File: config.mk
export PLATFORM = sky130hd
export DESIGN_NAME = instruction_fetch_unit_flat
export DESIGN_NICKNAME = d
export VERILOG_FILES = /design/src/rtl/instruction_fetch_unit_if.sv /design/src/rtl/instruction_fetch_unit.sv /design/src/flat_wrapper.sv
export SDC_FILE = /design/constraint.sdc
export NUM_CORES = 1
export LEC_CHECK = 0
export CAP_MARGIN = 20
export CORE_MARGIN = 8
export CORE_UTILIZATION = 45
export CTS_BUF_LIST = sky130_fd_sc_hd__clkbuf_4 sky130_fd_sc_hd__clkbuf_8
export DETAILED_ROUTE_END_ITERATION = 7
export GPL_TIMING_DRIVEN = 0
export MAX_ROUTING_LAYER = met4
export PLACE_DENSITY = 0.8
export SLEW_MARGIN = 20
export SYNTH_ARGS = -nofsm -noshare
export SYNTH_HDL_FRONTEND = slang
export SYNTH_SLANG_ARGS = --single-unit
File: constraint.sdc
create_clock -name clk -period 2.2 [get_ports clk]
set_input_delay 0.33 -clock clk [delete_from_list [all_inputs] [get_ports clk]]
set_output_delay 0.33 -clock clk [all_outputs]
set_load 0.01 [all_outputs]
File: src/rtl/instruction_fetch_unit_if.sv
// Fetch-unit bus: instruction-memory request/acknowledge, decode-stage valid/ready,
// controller redirect, and a state debug tap.
interface instruction_fetch_unit_if #(
  parameter int ADDR_WIDTH = 16
);
  // memReq/memAck: once raised, memReq stays high with memAddr stable until a cycle
  // with memAck=1, and that cycle completes the transfer; memAck with memReq=0 means nothing.
  // instrValid/instrReady: a word transfers at each rising edge where both are 1;
  // instrReady with instrValid=0 means nothing. redirect overrides both.
  logic [ADDR_WIDTH-1:0] memAddr;
  logic                  memReq;
  logic                  memAck;
  logic [15:0]           memData;
  logic [15:0]           instruction;
  logic                  instrValid;
  logic                  instrReady;
  logic [ADDR_WIDTH-1:0] pcOut;
  logic [ADDR_WIDTH-1:0] pcPlusOne;
  logic                  redirect;
  logic [ADDR_WIDTH-1:0] redirectAddr;
  logic [1:0]            fetchState;

  modport master (
    output memAddr, memReq, instruction, instrValid, pcOut, pcPlusOne, fetchState,
    input  memAck, memData, instrReady, redirect, redirectAddr
  );

  modport slave (
    input  memAddr, memReq, instruction, instrValid, pcOut, pcPlusOne, fetchState,
    output memAck, memData, instrReady, redirect, redirectAddr
  );
endinterface

File: src/rtl/instruction_fetch_unit.sv
// Instruction fetch unit: owns the fetch PC, single-outstanding memory fetch, holds one word for decode.
// Define FETCH_PREFETCH_EN to add a one-entry prefetch buffer (up to 1 instruction per cycle).
module instruction_fetch_unit #(
  parameter int                    ADDR_WIDTH = 16,
  parameter logic [ADDR_WIDTH-1:0] RESET_PC   = '0
) (
  input logic                      clk,
  input logic                      reset,
  instruction_fetch_unit_if.master bus
);
  typedef enum logic [1:0] {IDLE = 2'd0, REQ = 2'd1, VALID = 2'd2, DRAIN = 2'd3} state_t;

  state_t                state_q, state_d;
  logic [ADDR_WIDTH-1:0] fetch_pc_q, fetch_pc_d;
  logic [ADDR_WIDTH-1:0] drain_addr_q, drain_addr_d;
  logic [ADDR_WIDTH-1:0] pc_out_q, pc_out_d;
  logic [15:0]           instr_q, instr_d;
  logic                  valid_q, valid_d;
  logic                  mem_req;
  logic                  ack;
`ifdef FETCH_PREFETCH_EN
  logic [15:0]           buf_data_q, buf_data_d;
  logic [ADDR_WIDTH-1:0] buf_addr_q, buf_addr_d;
  logic                  buf_valid_q, buf_valid_d;
`endif

  always_ff @(posedge clk or posedge reset) begin
    if (reset) begin
      state_q      <= IDLE;
      fetch_pc_q   <= RESET_PC;
      drain_addr_q <= RESET_PC;
      pc_out_q     <= RESET_PC;
      instr_q      <= 16'h0000;
      valid_q      <= 1'b0;
`ifdef FETCH_PREFETCH_EN
      buf_data_q   <= 16'h0000;
      buf_addr_q   <= RESET_PC;
      buf_valid_q  <= 1'b0;
`endif
    end else begin
      state_q      <= state_d;
      fetch_pc_q   <= fetch_pc_d;
      drain_addr_q <= drain_addr_d;
      pc_out_q     <= pc_out_d;
      instr_q      <= instr_d;
      valid_q      <= valid_d;
`ifdef FETCH_PREFETCH_EN
      buf_data_q   <= buf_data_d;
      buf_addr_q   <= buf_addr_d;
      buf_valid_q  <= buf_valid_d;
`endif
    end
  end

  always_comb begin
    state_d      = state_q;
    fetch_pc_d   = fetch_pc_q;
    drain_addr_d = drain_addr_q;
    pc_out_d     = pc_out_q;
    instr_d      = instr_q;
    valid_d      = valid_q;
    mem_req      = (state_q == REQ) || (state_q == DRAIN);
`ifdef FETCH_PREFETCH_EN
    buf_data_d   = buf_data_q;
    buf_addr_d   = buf_addr_q;
    buf_valid_d  = buf_valid_q;
    mem_req      = mem_req || ((state_q == VALID) && !buf_valid_q);
`endif
    ack = bus.memAck && mem_req;

    case (state_q)
      IDLE: state_d = REQ;
      REQ: begin
        if (bus.redirect) begin
          fetch_pc_d = bus.redirectAddr;
          valid_d    = 1'b0;
          // An unacknowledged request cannot be withdrawn, so it is drained first.
          if (!ack) begin
            drain_addr_d = fetch_pc_q;
            state_d      = DRAIN;
          end
        end else if (ack) begin
          instr_d    = bus.memData;
          pc_out_d   = fetch_pc_q;
          fetch_pc_d = fetch_pc_q + 1'b1;
          valid_d    = 1'b1;
          state_d    = VALID;
        end
      end
      VALID: begin
`ifdef FETCH_PREFETCH_EN
        if (bus.redirect) begin
          fetch_pc_d  = bus.redirectAddr;
          valid_d     = 1'b0;
          buf_valid_d = 1'b0;
          if (mem_req && !ack) begin
            drain_addr_d = fetch_pc_q;
            state_d      = DRAIN;
          end else begin
            state_d = REQ;
          end
        end else if (bus.instrReady) begin
          if (buf_valid_q) begin
            instr_d     = buf_data_q;
            pc_out_d    = buf_addr_q;
            buf_valid_d = 1'b0;
          end else if (ack) begin
            instr_d    = bus.memData;
            pc_out_d   = fetch_pc_q;
            fetch_pc_d = fetch_pc_q + 1'b1;
          end else begin
            // Outstanding prefetch (if any) carries on as the REQ-state request.
            valid_d = 1'b0;
            state_d = REQ;
          end
        end else if (ack) begin
          buf_data_d  = bus.memData;
          buf_addr_d  = fetch_pc_q;
          buf_valid_d = 1'b1;
          fetch_pc_d  = fetch_pc_q + 1'b1;
        end
`else
        if (bus.redirect) begin
          fetch_pc_d = bus.redirectAddr;
          valid_d    = 1'b0;
          state_d    = REQ;
        end else if (bus.instrReady) begin
          valid_d = 1'b0;
          state_d = REQ;
        end
`endif
      end
      DRAIN: begin
        // A redirect coinciding with the drained ack still retargets, then fetch restarts.
        if (bus.redirect) begin
          fetch_pc_d = bus.redirectAddr;
          valid_d    = 1'b0;
        end
        if (ack) state_d = REQ;
      end
      default: state_d = IDLE;
    endcase
  end

  assign bus.memReq      = mem_req;
  assign bus.memAddr     = (state_q == DRAIN) ? drain_addr_q : fetch_pc_q;
  assign bus.instruction = instr_q;
  assign bus.instrValid  = valid_q;
  assign bus.pcOut       = pc_out_q;
  assign bus.pcPlusOne   = pc_out_q + 1'b1;
  assign bus.fetchState  = state_q;
endmodule

File: src/flat_wrapper.sv
// flat-port wrapper written by rule: the top's interface ports become plain ports
module instruction_fetch_unit_flat 
#(
  parameter int                    ADDR_WIDTH = 16,
  parameter logic [ADDR_WIDTH-1:0] RESET_PC   = '0
)
  (clk, reset, bus_memAddr, bus_memReq, bus_instruction, bus_instrValid, bus_pcOut, bus_pcPlusOne, bus_fetchState, bus_memAck, bus_memData, bus_instrReady, bus_redirect, bus_redirectAddr);
  instruction_fetch_unit_if #(.ADDR_WIDTH(ADDR_WIDTH)) bus_i ();
  input logic clk;
  input logic reset;
  output wire logic [$bits(bus_i.memAddr)-1:0] bus_memAddr;
  output wire logic [$bits(bus_i.memReq)-1:0] bus_memReq;
  output wire logic [$bits(bus_i.instruction)-1:0] bus_instruction;
  output wire logic [$bits(bus_i.instrValid)-1:0] bus_instrValid;
  output wire logic [$bits(bus_i.pcOut)-1:0] bus_pcOut;
  output wire logic [$bits(bus_i.pcPlusOne)-1:0] bus_pcPlusOne;
  output wire logic [$bits(bus_i.fetchState)-1:0] bus_fetchState;
  input wire logic [$bits(bus_i.memAck)-1:0] bus_memAck;
  input wire logic [$bits(bus_i.memData)-1:0] bus_memData;
  input wire logic [$bits(bus_i.instrReady)-1:0] bus_instrReady;
  input wire logic [$bits(bus_i.redirect)-1:0] bus_redirect;
  input wire logic [$bits(bus_i.redirectAddr)-1:0] bus_redirectAddr;
  assign bus_memAddr = bus_i.memAddr;
  assign bus_memReq = bus_i.memReq;
  assign bus_instruction = bus_i.instruction;
  assign bus_instrValid = bus_i.instrValid;
  assign bus_pcOut = bus_i.pcOut;
  assign bus_pcPlusOne = bus_i.pcPlusOne;
  assign bus_fetchState = bus_i.fetchState;
  assign bus_i.memAck = bus_memAck;
  assign bus_i.memData = bus_memData;
  assign bus_i.instrReady = bus_instrReady;
  assign bus_i.redirect = bus_redirect;
  assign bus_i.redirectAddr = bus_redirectAddr;
  instruction_fetch_unit #(.ADDR_WIDTH(ADDR_WIDTH), .RESET_PC(RESET_PC)) u_core (.clk(clk), .reset(reset), .bus(bus_i));
endmodule
==> results.toml <==
# flow metrics
[finish]
num-fill-cells = 584
clkbuf_count = 13
multiInputCombCellCount = 214
syn2layout_area_growth_pct = 45.5
final_cells = 545
seq_share = 0.335
comb_share = 0.338
clkCellAreaFrac = 0.0402
lay_top_count = "clkdlybuf4s50_1"
seq_area_sq_um = 1680

[timing]
whs_ns = 0.260
final_max_slew_viol_count = 0
hold_violations = 0
fmax_ghz = 0.459
fin_skew_ns = 0.00939
fin_ws_ns = 0.0220
relSlewSlack = 0.623
period_needed_ns = 2.18
finalSetupViolCount = 0

[global_route]
busiest_layer = "met2"
grt_overflow = 0
grt_pass1_wl_mm = 16.2
grt_pass1_vias = 3126
use_met2 = 0.311
gr-usage-met1 = 0.224

[die]
die_w_um = 104
num_rows = 32
fp.dieH_um = 104
core-area_sq_um = 7570
initCoreUtil = 0.455

[yosys]
flop_cell = "dfrtp_1"
yosys_area_sq_um = 3450
synthAoiAreaFrac = 0.107
fa_ha_area_frac = 0.00726
yosysSeqAreaShare = 0.487
synth.distinct_cells = 44
fp_nets = 346
yosysTopAreaCellShare = 0.487
top_cells_by_area = "dfrtp_1 (49%), mux2_2 (20%), o21ai_0 (2.9%)"
most_common_cell = "dfrtp_1"
xor_area_frac = 0.0356
synth-edff-count = 0
synth_flops = 67
postSynth.asyncResetShare = 1.00

[route]
viasPerCell = 5.42
dr_total_vias = 2956
wl_met2_mm = 4.90
drt_iter0_markers = 217
drt-met1-wl_mm = 4.04
firstDrtPassIters = 4
route.detailed.drc = 0

[worst_setup_path]
cp_num_buf_inv = 4
cp_cell_sequence = "buf_6 > nand2_4 > nor4_4 > buf_4 > buf_6 > nand3_2 > xnor2_1 > buf_2"
crit_path_end = "bus_pcPlusOne[15]"
r2r-end = "u_core.bus.pcOut[10]"
cp.required_ns = 1.87
endpoint_kind = "output port"
crit_path_frequent_cell = "buf_6"
start_kind = "flop"
r2r_cells = 6
cp.depth = 8
r2r_start = "u_core.bus.fetchState[1]"
cp.arrival_ns = 1.85

[outcome]
status = "finished, final reports clean"

[clock_network]
cts_resized = 54
postCtsSetupBuffers = 15
cts_buffer_depth = 2
clk_pin_slew_ns = 0.07
cts_tree = "built"
numClockSinks = 67

[power]
powerComb_mw = 2.77
p_seq_mw = 2.12
seqPwrFrac = 0.358
maxPowerGroup = "combinational cells"
power_frac_comb = 0.466
p_leak_nw = 2.06
powerClk_mw = 1.04

[place]
placedInstanceArea_sq_um = 4640
io_buffers = 104
place_inst = 514
dpl_worst_slack_ns = -0.282

[job]
drv_cap = 0
Sizing map:
Bar = 20 um.
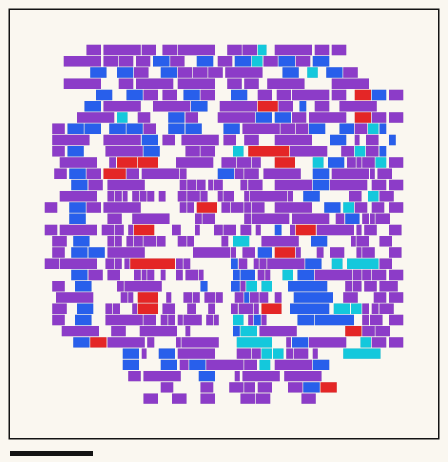
- _2 cells: blue (cells 83; share 19%)
- _6 and larger: red (cells 19; share 4.3%)
- _3 and _4 cells: cyan (cells 27; share 6.1%)
- _0 and _1 cells: purple (cells 314; share 71%)

Close-up of the layout:
Window x 63 to 93, y 11 to 41 um. Cells in grey, sequential cells in the stronger grey; small squares are vias.
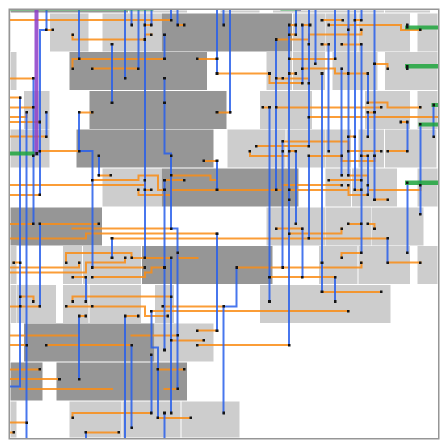
- metal 1: orange
- metal 4: purple
- metal 3: green
- metal 2: blue
- cells with their middle in the window: 46
- netlist names of flops here include: u_core.bus.pcOut (7)
- sequential cells in the window: 9
- most frequent: clkdlybuf4s50_1 (7), mux2_2 (5), dfrtp_1 (5)

Routed clock nets over the placement:
Bar = 20 um.
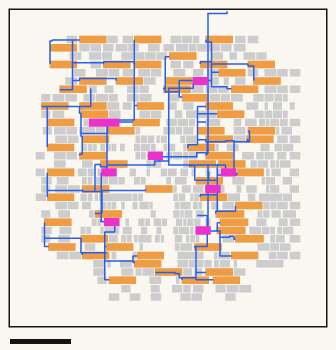
- clock wires: blue (length 838 um)
- flip-flops: orange (count 67)
- clock drivers: magenta (count 9)
- routed clock nets: 10

